**config.mk**
```make
export PLATFORM = sky130hd
export DESIGN_NAME = i2s_xmtr_flat
export DESIGN_NICKNAME = d
export VERILOG_FILES = /design/src/rtl/i2s_xmtr_if.sv /design/src/rtl/i2s_xmtr.sv /design/src/flat_wrapper.sv
export SDC_FILE = /design/constraint.sdc
export NUM_CORES = 1
export LEC_CHECK = 0
export ABC_AREA = 1
export CAP_MARGIN = 10
export CELL_PAD_IN_SITES_DETAIL_PLACEMENT = 1
export CELL_PAD_IN_SITES_GLOBAL_PLACEMENT = 1
export CORE_MARGIN = 2
export CORE_UTILIZATION = 40
export CTS_CLUSTER_DIAMETER = 120
export CTS_CLUSTER_SIZE = 24
export DETAILED_ROUTE_END_ITERATION = 8
export GPL_ROUTABILITY_DRIVEN = 0
export GPL_TIMING_DRIVEN = 0
export PLACE_DENSITY_LB_ADDON = 0.08
export SLEW_MARGIN = 20
export SYNTH_ARGS = -nofsm -noshare
export SYNTH_HDL_FRONTEND = slang
export SYNTH_SLANG_ARGS = --single-unit
```
**constraint.sdc**
```tcl
create_clock -name clk -period 5.4 [get_ports clk]
set_input_delay 0.81 -clock clk [delete_from_list [all_inputs] [get_ports clk]]
set_output_delay 0.81 -clock clk [all_outputs]
set_load 0.005 [all_outputs]
```
**src/rtl/i2s_xmtr_if.sv**
```systemverilog
// Sample-pair handshake bundle between a sample producer and the I2S transmitter.
// Ports: sample_left/sample_right (pair data), sample_valid (pair offered), sample_ready (holding slot free).
// master = producer side, slave = transmitter side.
interface i2s_xmtr_if #(
  parameter int DATA_WIDTH = 16
);
  logic [DATA_WIDTH-1:0] sample_left;
  logic [DATA_WIDTH-1:0] sample_right;
  logic                  sample_valid;
  logic                  sample_ready;

  modport master (
    output sample_left,
    output sample_right,
    output sample_valid,
    input  sample_ready
  );

  modport slave (
    input  sample_left,
    input  sample_right,
    input  sample_valid,
    output sample_ready
  );
endinterface

```
**src/rtl/i2s_xmtr.sv**
```systemverilog
// I2S transmitter: serialises left/right sample pairs MSB-first as bus master (sck, ws, sd).
// Latency: pair visible on sd the clk after its frame load; one frame = 2*DATA_WIDTH*2*CLK_DIV clk.
// Backpressure: one-deep holding register; sample_ready low while it holds a pair not yet loaded.
// Ports: clk, n_rst (async active-low), enable (run request), smp (slave handshake),
//        sck/ws/sd (registered I2S outputs), underrun (1-clk pulse on empty frame), busy (RUN or STOPPING).
module i2s_xmtr #(
  parameter int DATA_WIDTH = 16,
  parameter int CLK_DIV    = 2
) (
  input  logic       clk,
  input  logic       n_rst,
  input  logic       enable,
  i2s_xmtr_if.slave  smp,
  output logic       sck,
  output logic       ws,
  output logic       sd,
  output logic       underrun,
  output logic       busy
);

  localparam int FW = 2 * DATA_WIDTH;
  localparam int BW = $clog2(FW);
  localparam int DW = (CLK_DIV > 1) ? $clog2(CLK_DIV) : 1;
  localparam logic [DW-1:0] DIV_LAST = DW'(CLK_DIV - 1);
  localparam logic [BW-1:0] BIT_LAST = BW'(FW - 1);
  localparam logic [BW-1:0] WS_FIRST = BW'(DATA_WIDTH - 1);

  typedef enum logic [1:0] {S_IDLE, S_RUN, S_STOP} state_t;

  state_t          state_q, state_d;
  logic [DW-1:0]   div_q, div_d;
  logic [BW-1:0]   bit_q, bit_d;
  logic [FW-1:0]   shift_q, shift_d;
  logic [FW-1:0]   hold_q, hold_d;
  logic            ready_q, ready_d;
  logic            sck_q, sck_d;
  logic            ws_q, ws_d;
  logic            underrun_q, underrun_d;

  logic            hs;
  logic            fall;
  logic            boundary;
  logic            load;
  logic            bypass;

  assign hs       = smp.sample_valid & ready_q;
  // sck 1->0 happens on the last divider tick of the high phase; that ends a bit slot.
  assign fall     = (state_q != S_IDLE) & sck_q & (div_q == DIV_LAST);
  assign boundary = fall & (bit_q == BIT_LAST);

  always_comb begin
    state_d    = state_q;
    div_d      = div_q;
    bit_d      = bit_q;
    shift_d    = shift_q;
    hold_d     = hold_q;
    ready_d    = ready_q;
    sck_d      = sck_q;
    ws_d       = ws_q;
    underrun_d = 1'b0;
    load       = 1'b0;
    bypass     = 1'b0;

    case (state_q)
      S_IDLE: begin
        if (enable && (!ready_q || hs)) begin
          state_d = S_RUN;
          load    = 1'b1;
        end
      end
      S_RUN: begin
        if (boundary) begin
          if (enable) load = 1'b1;
          else        state_d = S_IDLE;
        end else if (!enable) begin
          state_d = S_STOP;
        end
      end
      S_STOP: begin
        if (boundary) begin
          if (enable) begin
            state_d = S_RUN;
            load    = 1'b1;
          end else begin
            state_d = S_IDLE;
          end
        end
      end
      default: state_d = S_IDLE;
    endcase

    if (state_q != S_IDLE) begin
      div_d = (div_q == DIV_LAST) ? '0 : div_q + 1'b1;
      if (div_q == DIV_LAST) sck_d = ~sck_q;
      if (fall) begin
        bit_d   = (bit_q == BIT_LAST) ? '0 : bit_q + 1'b1;
        shift_d = {shift_q[FW-2:0], 1'b0};
        // ws leads each word by one slot: high for slots W-1 .. 2W-2.
        ws_d    = (bit_d >= WS_FIRST) && (bit_d != BIT_LAST);
      end
    end

    // An empty holding register with a same-cycle handshake feeds the shifter directly.
    bypass = load & ready_q & hs;

    if (load) begin
      div_d      = '0;
      bit_d      = '0;
      sck_d      = 1'b0;
      ws_d       = 1'b0;
      underrun_d = ready_q & ~hs;
      if (!ready_q)    shift_d = hold_q;
      else if (hs)     shift_d = {smp.sample_left, smp.sample_right};
      else             shift_d = '0;
    end

    if (state_d == S_IDLE) begin
      div_d   = '0;
      bit_d   = '0;
      sck_d   = 1'b0;
      ws_d    = 1'b0;
      shift_d = '0;
    end

    if (hs && !bypass) begin
      hold_d  = {smp.sample_left, smp.sample_right};
      ready_d = 1'b0;
    end else if (load && !ready_q) begin
      ready_d = 1'b1;
    end
  end

  always_ff @(posedge clk or negedge n_rst) begin
    if (!n_rst) begin
      state_q    <= S_IDLE;
      div_q      <= '0;
      bit_q      <= '0;
      shift_q    <= '0;
      hold_q     <= '0;
      ready_q    <= 1'b1;
      sck_q      <= 1'b0;
      ws_q       <= 1'b0;
      underrun_q <= 1'b0;
    end else begin
      state_q    <= state_d;
      div_q      <= div_d;
      bit_q      <= bit_d;
      shift_q    <= shift_d;
      hold_q     <= hold_d;
      ready_q    <= ready_d;
      sck_q      <= sck_d;
      ws_q       <= ws_d;
      underrun_q <= underrun_d;
    end
  end

  assign smp.sample_ready = ready_q;
  assign sck              = sck_q;
  assign ws               = ws_q;
  assign sd               = shift_q[FW-1];
  assign underrun         = underrun_q;
  assign busy             = (state_q != S_IDLE);

endmodule

```
**src/flat_wrapper.sv**
```systemverilog
// flat-port wrapper written by rule: the top's interface ports become plain ports
module i2s_xmtr_flat 
#(
  parameter int DATA_WIDTH = 16,
  parameter int CLK_DIV    = 2
)
  (clk, n_rst, enable, sck, ws, sd, underrun, busy, smp_sample_left, smp_sample_right, smp_sample_valid, smp_sample_ready);
  i2s_xmtr_if #(.DATA_WIDTH(DATA_WIDTH)) smp_i ();
  input  logic clk;
  input  logic n_rst;
  input  logic enable;
  output logic sck;
  output logic ws;
  output logic sd;
  output logic underrun;
  output logic busy;
  input wire logic [$bits(smp_i.sample_left)-1:0] smp_sample_left;
  input wire logic [$bits(smp_i.sample_right)-1:0] smp_sample_right;
  input wire logic [$bits(smp_i.sample_valid)-1:0] smp_sample_valid;
  output wire logic [$bits(smp_i.sample_ready)-1:0] smp_sample_ready;
  assign smp_i.sample_left = smp_sample_left;
  assign smp_i.sample_right = smp_sample_right;
  assign smp_i.sample_valid = smp_sample_valid;
  assign smp_sample_ready = smp_i.sample_ready;
  i2s_xmtr #(.DATA_WIDTH(DATA_WIDTH), .CLK_DIV(CLK_DIV)) u_core (.clk(clk), .n_rst(n_rst), .enable(enable), .smp(smp_i), .sck(sck), .ws(ws), .sd(sd), .underrun(underrun), .busy(busy));
endmodule
```
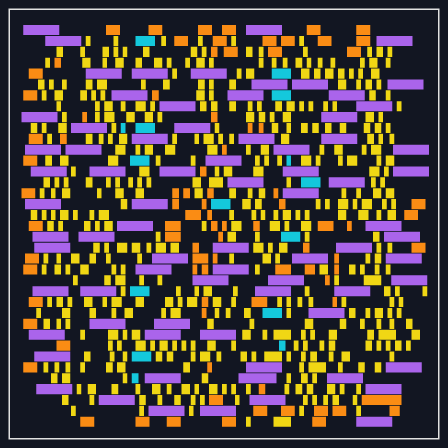
Fig. 1. Cells coloured by class (run 1).
Scale: 4 px per µm.
clock drivers and dummy loads -> cyan  # cells 15
all other logic -> yellow  # cells 437
flip-flops -> purple  # cells 76
other buffers and delay cells -> orange  # cells 86
Finished Cell Area: 5020 µm²
Site Rows: 37
sequential share of cell area: 37.91%
fin util: 48.62%
Core ar.: 10320 µm²

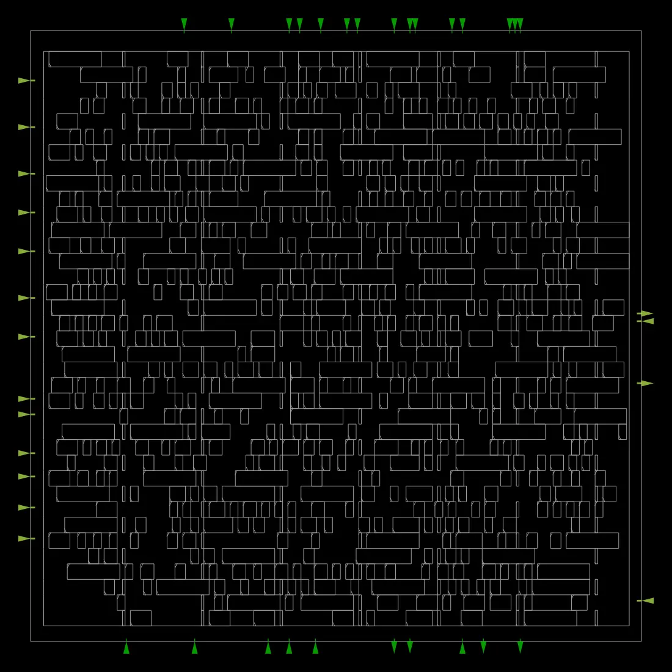
Fig. 2. Cell outlines without signal wires (run 1).
Tap Cells: 136
Seq cells: 76
Cell Count, Final, Fillers Out: 750

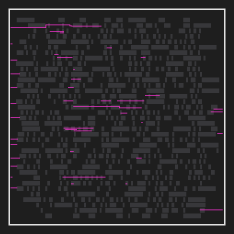
Fig. 3. Metal 3 (run 1).
Scale: 2 px per µm.
share of all routed wire = 2.2%
wire length on this layer = 260 µm
longest straight run = 23.0 µm
main direction = horizontal

==> changes_impl.md, run 1 <==
### Changed

* Outcome: completed
* Non-clk buf share at 13.53%
* RR Startpoint: u_core.state_q[0]
* Die Height at 107.0 µm
* Fillers at 1308
* Largest net degree at the start of global routing at 47
* Inserted Clock Buffers at 9
* Worst r2r path cells at 9
* Slew Viols, Final at 0
* Hold WS at 0.3905 ns
* Logic area at 1798 µm²
* Synth flops at 76
* Tcrit/Tclk final at 48.96%
* Top logic family: simple AND/OR/NAND/NOR gates
* Yosys stat chip area at 4245 µm²
* Setup tns final at 0 ns
* Clock sinks at 76
* Tool warning count at 29
* First-pass DRT Iterations at 4
* Psw at 1.032 mW
* Initial antenna violation count at 0
* CTS H-tree lvls at 3
* N_diodes at 0
* Combinational share of power at 47.9%
* MI comb cells at 357
* Fmax at 378.2 MHz
* Root buf cell: clkbuf_8
* Routed vias at 3991
* Power Density at 468.4 nW/µm²
* Tmin final at 2.644 ns
* Detailed Place HPWL at 8381 µm
* Sw frac at 43.89%
* Netlist Area Pre-Place at 4245 µm²
* Vias per cell at 5.321
* Combinational Power at 1.13 mW
* Xor+xnor area frac at 0%
* Syn Area/Cell at 7.622 µm²
* Met3 wire length at 259 µm
* Worst-path fanout max at 10
* Final Power at 2.351 mW
* Starting density of the core at 41.12%
* Die span in x at 107.0 µm
* Routed Antenna Nets at 0
* Share of cells above drive strength 1 at 7.818%
* Crit path to: u_core.hold_q[28]
* Die area at 11450 µm²
* Critical path required time at 5.61 ns
* Gr busiest metal: met2
* DRT met1 WL at 5478 µm
* Critical Path AT at 2.86 ns
* Signal buffers at 86
* Worst slew pin tran at 0.5423 ns
* Commonest Layout Cell: nand2_1
* Mux cell area share after synthesis at 0%
* Layout Skew at 0.008476 ns
* Top cells excl fill/tap: nand2_1, inv_1, dfrtp_1, clkdlybuf4s50_1, nand3_1
* Grt met2 use at 37.34%
* Synth warnings at 0
* I/O Pins at 42
* Routed wl met2 at 5706 µm
* ClkCell Share at 3.365%
* Worst slack, placed at 2.355 ns
* Post-synth seq share at 44.83%
* Clock buf count at 13
* Ys cells at 557
* Final WS setup at 2.756 ns
* Max clock buf depth at 2
* Register Area at 1903 µm²
* Insertion Delay late pin at 0.36 ns
* Clock-pin slew on the worst setup and hold paths at 0.07 ns
* Dominant kind of cell: sequential cells
* Final hold viol count at 0
* Residual DRC at 0
* Area delta synth->final at 18.24%
* Uppermost layer routed: met4
* Synth cell types at 24
* Vias in the first global route at 4097
* Post-Route WL at 11630 µm
* CP Launch Point: smp_sample_valid
* Final setup violation count at 0
* Critical path class: input pin to register
* VDD IR max at 176.1 µV
* AO/OA Area Share at 15.03%
* RSZ-0062 raised after global routing: no
* Cts repair resizes at 0
* Adder share at 1.768%
* Setup bufs post-CTS at 0
* Clock group at 403 µW
* Drt wl/cell at 15.50 µm
* Grt total ovfl at 0
* Max_slew headroom at 63.85%
* Reg2reg end: u_core.hold_q[28]
* CP endpoint kind: register
* IO buf count at 41
* Seq group at 822 µW
* Syn Nets at 599
* Seq pwr share at 35.0%
* CP Launch Type: input pin
* Post-Syn Instances at 557
* Invs w/o clock at 80
==> run 1: Yosys cell counts <==
| master | count | area [µm²] |
|---|---|---|
| or2_2 | 1 | 6.260 |
| buf_6 | 7 | 78.83 |
| buf_4 | 1 | 7.510 |
| nand2_2 | 3 | 18.77 |
| nand4_1 | 35 | 219.0 |
| nand3_1 | 39 | 195.2 |
| nand2_1 | 152 | 570.6 |
| nand3_2 | 1 | 10.01 |
| buf_1 | 3 | 11.26 |
| o22ai_1 | 32 | 200.2 |
| o211ai_1 | 31 | 232.7 |
| clkinv_1 | 1 | 3.750 |
| o21ai_0 | 37 | 185.2 |
| dfrtp_1 | 75 | 1877 |
| nor2_2 | 1 | 6.260 |
| buf_2 | 16 | 80.08 |
| nor3_1 | 2 | 10.01 |
| clkbuf_2 | 2 | 10.01 |
| clkbuf_1 | 15 | 56.30 |
| a21oi_1 | 4 | 20.02 |
| nor2_1 | 13 | 48.80 |
| inv_1 | 79 | 296.5 |
| dfstp_2 | 1 | 26.28 |
| ha_1 | 6 | 75.07 |
==> run 1: flip-flops by register name (all words and copies together), names as in the netlist <==
| signal | count |
|---|---|
| u_core.underrun | 1 |
| u_core.ws | 1 |
| u_core.bit_q | 5 |
| u_core.state_q | 2 |
| u_core.smp.sample_ready | 1 |
| u_core.sck | 1 |
| u_core.shift_q | 32 |
| u_core.hold_q | 32 |
| u_core.div_q | 1 |
==> run 1: worst max-delay path, cell delays in order <==
cell	delay, ns
clkdlybuf4s50_1	0.58
inv_1	0.07
nand2_1	0.16
nand3_1	0.14
nand2_2	0.16
nand2_2	0.11
nand3_2	0.20
clkbuf_1	0.46
o21ai_0	0.16
==> run 1: cells by family after synthesis <==
family	Yosys count
AND-OR/OR-AND	104
adder cells (fa/ha/maj)	6
buffers and inverters	124
flip-flops	76
AND/OR/NAND/NOR	247
Fig. 4: run 1, sequential cells coloured by netlist name
Scale: 3 px per µm.
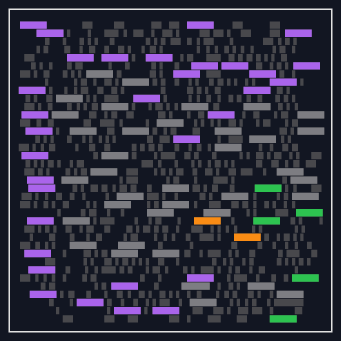

--- run 2 (diff from run 1) ---
==> constraint.sdc (replaced) <==
create_clock -name clk -period 2.45 [get_ports clk]
set_input_delay 0.3675 -clock clk [delete_from_list [all_inputs] [get_ports clk]]
set_output_delay 0.3675 -clock clk [all_outputs]
set_load 0.005 [all_outputs]
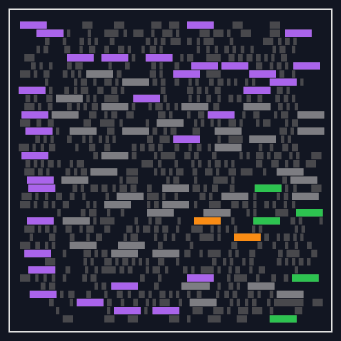
Fig. 5. Sequential cells coloured by netlist name (run 2).
Scale: 3 px per µm.
u_core.state_q -> orange  # placed flops 2
u_core.hold_q -> purple  # placed flops 32, where widely spread
u_core.bit_q -> green  # placed flops 5
fin util: 48.73%
sequential share of cell area: 37.83%

==> run 2 against run 1 <==
- combinational power up 120%
- flip-flop count did not move
- global-route usage stayed put
- clock-buffer cell count is the same
- clock skew about the same
- setup slack got worse by 2.5 ns
- sequential share of layout area shrank 0.085 points
- sequential power grew 120%
- die size is the same
- non-clock buffer count up 1
- largest cell class unchanged
==> changes_impl.md, run 2 <==
### Changed

* Max clock buf depth at 2
* Max_slew headroom at 62.50%
* Reg2reg end: u_core.hold_q[0]
* Critical path required time at 2.68 ns
* Inserted Clock Buffers at 9
* Worst slew pin tran at 0.5626 ns
* Insertion Delay late pin at 0.36 ns
* I/O Pins at 42
* Vias per cell at 5.321
* Drt wl/cell at 15.53 µm
* Area leader share at 44.21%
* RR Startpoint: u_core.bit_q[0]
* Power Density at 1031 nW/µm²
* Core ar. at 10320 µm²
* Top cells by count: nand2_1, inv_1, dfrtp_1, nand3_1, o21ai_0
* All-Layer GR Usage at 21.93%
* Outcome: completed
* Synth cell types at 24
* Setup tns final at 0 ns
* Seq pwr share at 34.9%
* Synth flops at 76
* WP buf/inv at 1
* Routed vias at 3996
* CP endpoint kind: register
* Most common cell in the netlist: nand2_1
* Final setup violation count at 0
* Master of the slowest instance on the critical path: dfrtp_1
* Die area at 11450 µm²
* Worst slack, placed at -0.1529 ns
* IO buf count at 41
* Post-Route WL at 11670 µm
* Biggest regs: u_core.hold_q (32), u_core.shift_q (32), u_core.bit_q (5)
* Die Height at 107.0 µm
* Async SR Flop Fraction at 100.0%
* First-pass GRT wire length at 19940 µm
* VDD IR max at 387.7 µV
* Vias in the first global route at 4097
* Top cells by area: dfrtp_1, nand2_1, inv_1
* Root buf cell: clkbuf_8
* Ys cells at 557
* CTS H-tree lvls at 3
* Netlist Area Pre-Place at 4245 µm²
* Clock-pin slew on the worst setup and hold paths at 0.08 ns
* Initial antenna violation count at 0
* Residual DRC at 0
* Critical path class: register to register
* Die span in x at 107.0 µm
* Fmax at 457.3 MHz
* Yosys stat chip area at 4245 µm²
* CP Launch Type: register
* Critical Path, Cell by Cell: ha_1, nand2_1, nor2_1, ha_1, nand4_1, nand2_2, nand2_2, nand3_2, buf_2, nand2_1, o21ai_0
* Tool warning count at 29
* Hold WS at 0.4853 ns
* Top cells excl fill/tap: nand2_1, inv_1, dfrtp_1, clkdlybuf4s50_1, nand3_1
* Slowest stage delay, CP at 0.41 ns
* Grt total ovfl at 0
* Hold Startpoint: u_core.hold_q[31]
* Final hold viol count at 0
* Tcrit/Tclk final at 89.25%
* Worst-path fanout max at 10
* Post-place instance area at 4851 µm²
* Largest net degree at the start of global routing at 47
* Psw at 2.278 mW
* Top delay family on crit path: simple AND/OR/NAND/NOR gates
* Finished Cell Area at 5031 µm²
* Clock sinks at 76
* Post-Syn Instances at 557
* Starting density of the core at 41.12%
* Syn Nets at 599
* Post-synth seq share at 44.83%
* Slew Viols, Final at 0
* N_diodes at 0
* Layout Skew at 0.008418 ns
* Tmin final at 2.187 ns
* Final WS setup at 0.2633 ns
* Site Rows at 37
* Final Power at 5.189 mW
* Setup bufs post-CTS at 0
* Sw frac at 43.91%
* Routed Antenna Nets at 0
* Worst r2r path cells at 11
* Synth Flop Type: dfrtp_1
* Commonest Layout Cell: nand2_1
* Critical Path AT at 2.42 ns
* First-pass DRT Iterations at 4
* Area delta synth->final at 18.51%
* RSZ-0062 raised after global routing: no
* Area leader, netlist: dfrtp_1
* Detailed Place HPWL at 8381 µm
* Share of cells above drive strength 1 at 7.967%
* Synth warnings at 0
* Combinational share of power at 48.0%
* EDFF count, synth at 0
* Syn Area/Cell at 7.622 µm²
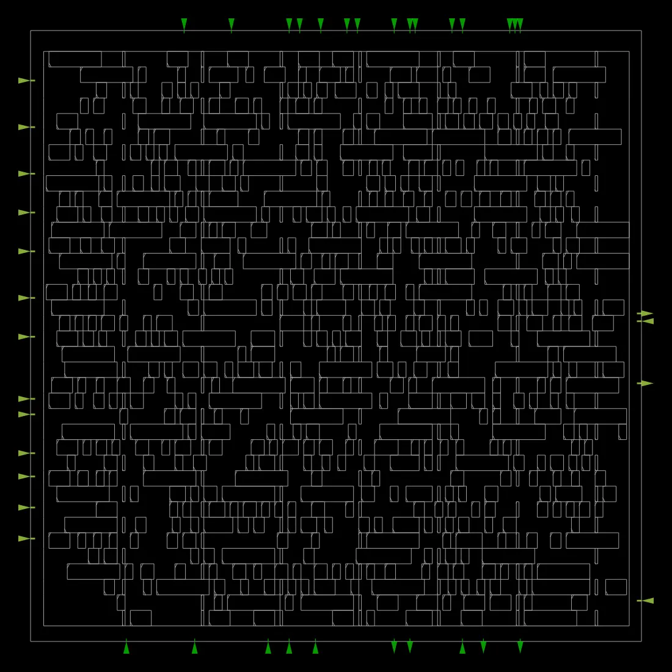
Fig. 6. Cell outlines without signal wires (run 2).
Fillers: 1310
Cell Count, Final, Fillers Out: 751

run 2: power groups by stage:
| stage | Sequential [mW] | Clock, mW | Combinational (mW) |
|---|---|---|---|
| 5_1_grt | 1.86 | 0.956 | 2.81 |
| 3_5_place_dp | 1.83 | 0 | 2.50 |
| 4_1_cts | 1.81 | 0.911 | 2.51 |
| 3_3_place_gp | 1.81 | 0 | 2.42 |
| 6_report | 1.81 | 0.887 | 2.49 |
| 2_1_floorplan | 1.78 | 0 | 1.75 |
run 2: cell type report:
class,count,area (µm²),area share (%)
sequential,76,1903,37.83
multi-input combinational,357,1798,35.74
timing repair buffer,43,445.4,8.854
inverter,80,300.3,5.969
buffer,44,245.2,4.874
tap,136,170.2,3.382
clock buffer,13,158.9,3.158
clock inverter,2,10.01,0.1990
run 2: cells by family after synthesis:
kind of cell / synth area share, %
AOI/OAI and AO/OA: 15.03
adders and majority gates: 1.768
buffers and inverters: 12.82
DFF: 44.83
and+or+nand+nor: 25.55
run 2: layer usage:
metal	track usage (%)	up-vias	wire, µm
li1	-	1959	-
met1	28.99	1976	5489
met2	37.34	47	5769
met3	2.371	14	225
met4	7.421	0	180
met5	0	-	0
run 2: worst max-delay path by stage:
stage	startpoint	to	cells past startpoint
floorplan	u_core.bit_q[0]	u_core.shift_q[14]	15
global placement	n_rst	u_core.hold_q[16]	1
detailed placement	smp_sample_valid	u_core.hold_q[28]	9
CTS	u_core.bit_q[0]	u_core.hold_q[28]	10
global route	u_core.bit_q[0]	u_core.hold_q[0]	11
finish	u_core.bit_q[0]	u_core.hold_q[0]	11
run 2: timing repair:
action                                 CTS  global route
endpoints found under the hold margin   29             0
gates resized                            1             1
setup endpoints to repair                1             3
cloned                                   0             0
hold buffers                             1             0
--- run 3 (diff from run 2) ---
--- a/config.mk
+++ b/config.mk
@@ -12,9 +12,7 @@
 export CORE_MARGIN = 2
 export CORE_UTILIZATION = 40
 export CTS_CLUSTER_DIAMETER = 120
-export CTS_CLUSTER_SIZE = 24
 export DETAILED_ROUTE_END_ITERATION = 8
-export GPL_ROUTABILITY_DRIVEN = 0
 export GPL_TIMING_DRIVEN = 0
 export PLACE_DENSITY_LB_ADDON = 0.08
 export SLEW_MARGIN = 20
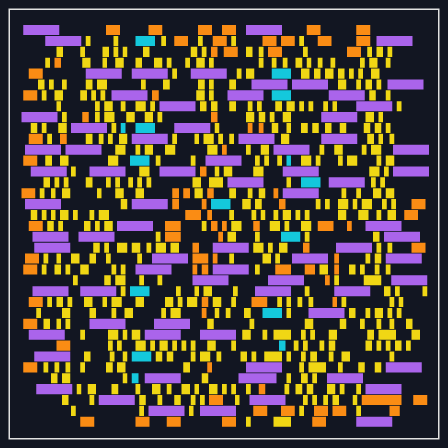
Fig. 7. Cells coloured by class (run 3).
Scale: 4 px per µm.
all other logic -> yellow  # cells 437
flip-flops -> purple  # cells 76
clock drivers and dummy loads -> cyan  # cells 15
other buffers and delay cells -> orange  # cells 87

==> run 3 against run 2 <==
- flip-flop count did not move
- die size unchanged
- sequential power barely moved
- synthesized cell count stayed put
- global-route usage unchanged
- largest cell class unchanged
- register-to-register slack hardly changed
- critical path type unchanged
- power unchanged
- setup slack did not move
- combinational power is essentially flat
- final area did not move
- utilization unchanged
==> changes_impl.md, run 3 <==
### Changed

* Critical path required time at 2.68 ns
* Power Density at 1031 nW/µm²
* Yosys stat chip area at 4245 µm²
* Residual DRC at 0
* Clock-pin slew on the worst setup and hold paths at 0.08 ns
* Slew Viols, Final at 0
* Tcrit/Tclk final at 89.25%
* IO buf count at 41
* CP endpoint kind: register
* Grt total ovfl at 0
* Top logic family: simple AND/OR/NAND/NOR gates
* Top cells excl fill/tap: nand2_1, inv_1, dfrtp_1, clkdlybuf4s50_1, nand3_1
* Final hold viol count at 0
* I/O Pins at 42
* Critical Path AT at 2.42 ns
* RSZ-0062 raised after global routing: no
* First-pass DRT Iterations at 4
* Synth warnings at 0
* First-pass GRT wire length at 19940 µm
* N_diodes at 0
* Vias per cell at 5.321
* Drt wl/cell at 15.53 µm
* Async SR Flop Fraction at 100.0%
* Detailed Place HPWL at 8381 µm
* Worst slack, placed at -0.1529 ns
* Inserted Clock Buffers at 9
* Share of cells above drive strength 1 at 7.967%
* Top cells by area: dfrtp_1, nand2_1, inv_1
* Critical path class: register to register
* Synth cell types at 24
* Netlist Area Pre-Place at 4245 µm²
* Final WS setup at 0.2633 ns
* Cell Count, Final, Fillers Out at 751
* Finished Cell Area at 5031 µm²
* Max_slew headroom at 62.50%
* Core ar. at 10320 µm²
* Mux cell area share after synthesis at 0%
* Commonest Layout Cell: nand2_1
* Max clock buf depth at 2
* Master of the slowest instance on the critical path: dfrtp_1
* Xor+xnor area frac at 0%
* Ys cells at 557
* Insertion Delay late pin at 0.36 ns
* Root buf cell: clkbuf_8
* EDFF count, synth at 0
* Starting density of the core at 41.12%
* Worst-path fanout max at 10
* VDD IR max at 387.7 µV
* All-Layer GR Usage at 21.93%
* Tool warning count at 29
* CP Launch Type: register
* Top cells by count: nand2_1, inv_1, dfrtp_1, nand3_1, o21ai_0
* Adder share at 1.768%
* Initial antenna violation count at 0
* Biggest regs: u_core.hold_q (32), u_core.shift_q (32), u_core.bit_q (5)
* Synth Flop Type: dfrtp_1
* Outcome: completed
* Setup tns final at 0 ns
* Synth flops at 76
* Site Rows at 37
* Area leader share at 44.21%
* Post-place instance area at 4851 µm²
* Slowest stage delay, CP at 0.41 ns
* Final Power at 5.189 mW
* Tmin final at 2.187 ns
* Critical Path, Cell by Cell: ha_1, nand2_1, nor2_1, ha_1, nand4_1, nand2_2, nand2_2, nand3_2, buf_2, nand2_1, o21ai_0
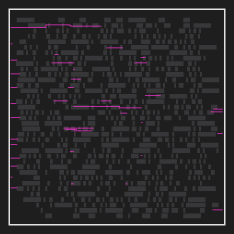
Fig. 8. Metal 3 (run 3).
Scale: 2 px per µm.
nets with wire on the layer = 27
longest straight run = 23.0 µm
main direction = horizontal
wire length on this layer = 226 µm
share of all routed wire = 1.9%
routed vias: 3996
Post-Route WL: 11670 µm
GR Util met3: 2.371%

[run 3: kinds of logic after synthesis]
kind of cell | count (synthesis)
and+or+nand+nor | 247
buffers and inverters | 124
AOI/OAI and AO/OA | 104
DFF | 76
adders and majority gates | 6
[run 3: metal layers]
metal  up-vias  global-route usage [%]  part of all wire (%)
li1       1959                       -                     -
met1      1976                   28.99                    47
met2        47                   37.34                    49
met3        14                   2.371                   1.9
met4         0                   7.421                   1.5
met5         -                       0                     0
[run 3: final timing paths]
check,startpoint,slack [ns],cells after the start,end
max,u_core.bit_q[0],0.26,11,u_core.hold_q[0]
min,u_core.hold_q[31],0.49,2,u_core.hold_q[31]
max reg2reg,u_core.bit_q[0],0.26,11,u_core.hold_q[0]
min reg2reg,u_core.hold_q[31],0.49,2,u_core.hold_q[31]
max in group asynchronous,n_rst,1.36,3,u_core.hold_q[31]
min in group asynchronous,n_rst,0.50,2,u_core.sck
[run 3: worst min-delay path, cell delays in order (launching register included)]
cell	delay (ns)
dfrtp_1	0.35
nand2_1	0.05
o21ai_0	0.06
[run 3: power by group]
group          internal [mW]  switching [mW]  total (mW)
registers               1.61           0.205        1.81
logic                  0.887            1.60        2.49
clock network          0.416           0.471       0.887
[run 3: area by class of cell]
cell class / count / area, µm²
tap: 136 / 170.2
fill: 1310 / 5293
timing repair buffer: 43 / 445.4
clock buffer: 13 / 158.9
multi-input combinational: 357 / 1798
sequential: 76 / 1903
inverter: 80 / 300.3
clock inverter: 2 / 10.01
buffer: 44 / 245.2
[run 3: repair_timing]
action,4_1_cts,5_1_grt
endpoints found under the hold margin,29,0
buffers inserted,0,0
gates resized,1,1
hold buffers,1,0
endpoints found under the setup margin,1,3
Power figures rest on the tool's default switching activity, not on a simulated workload.
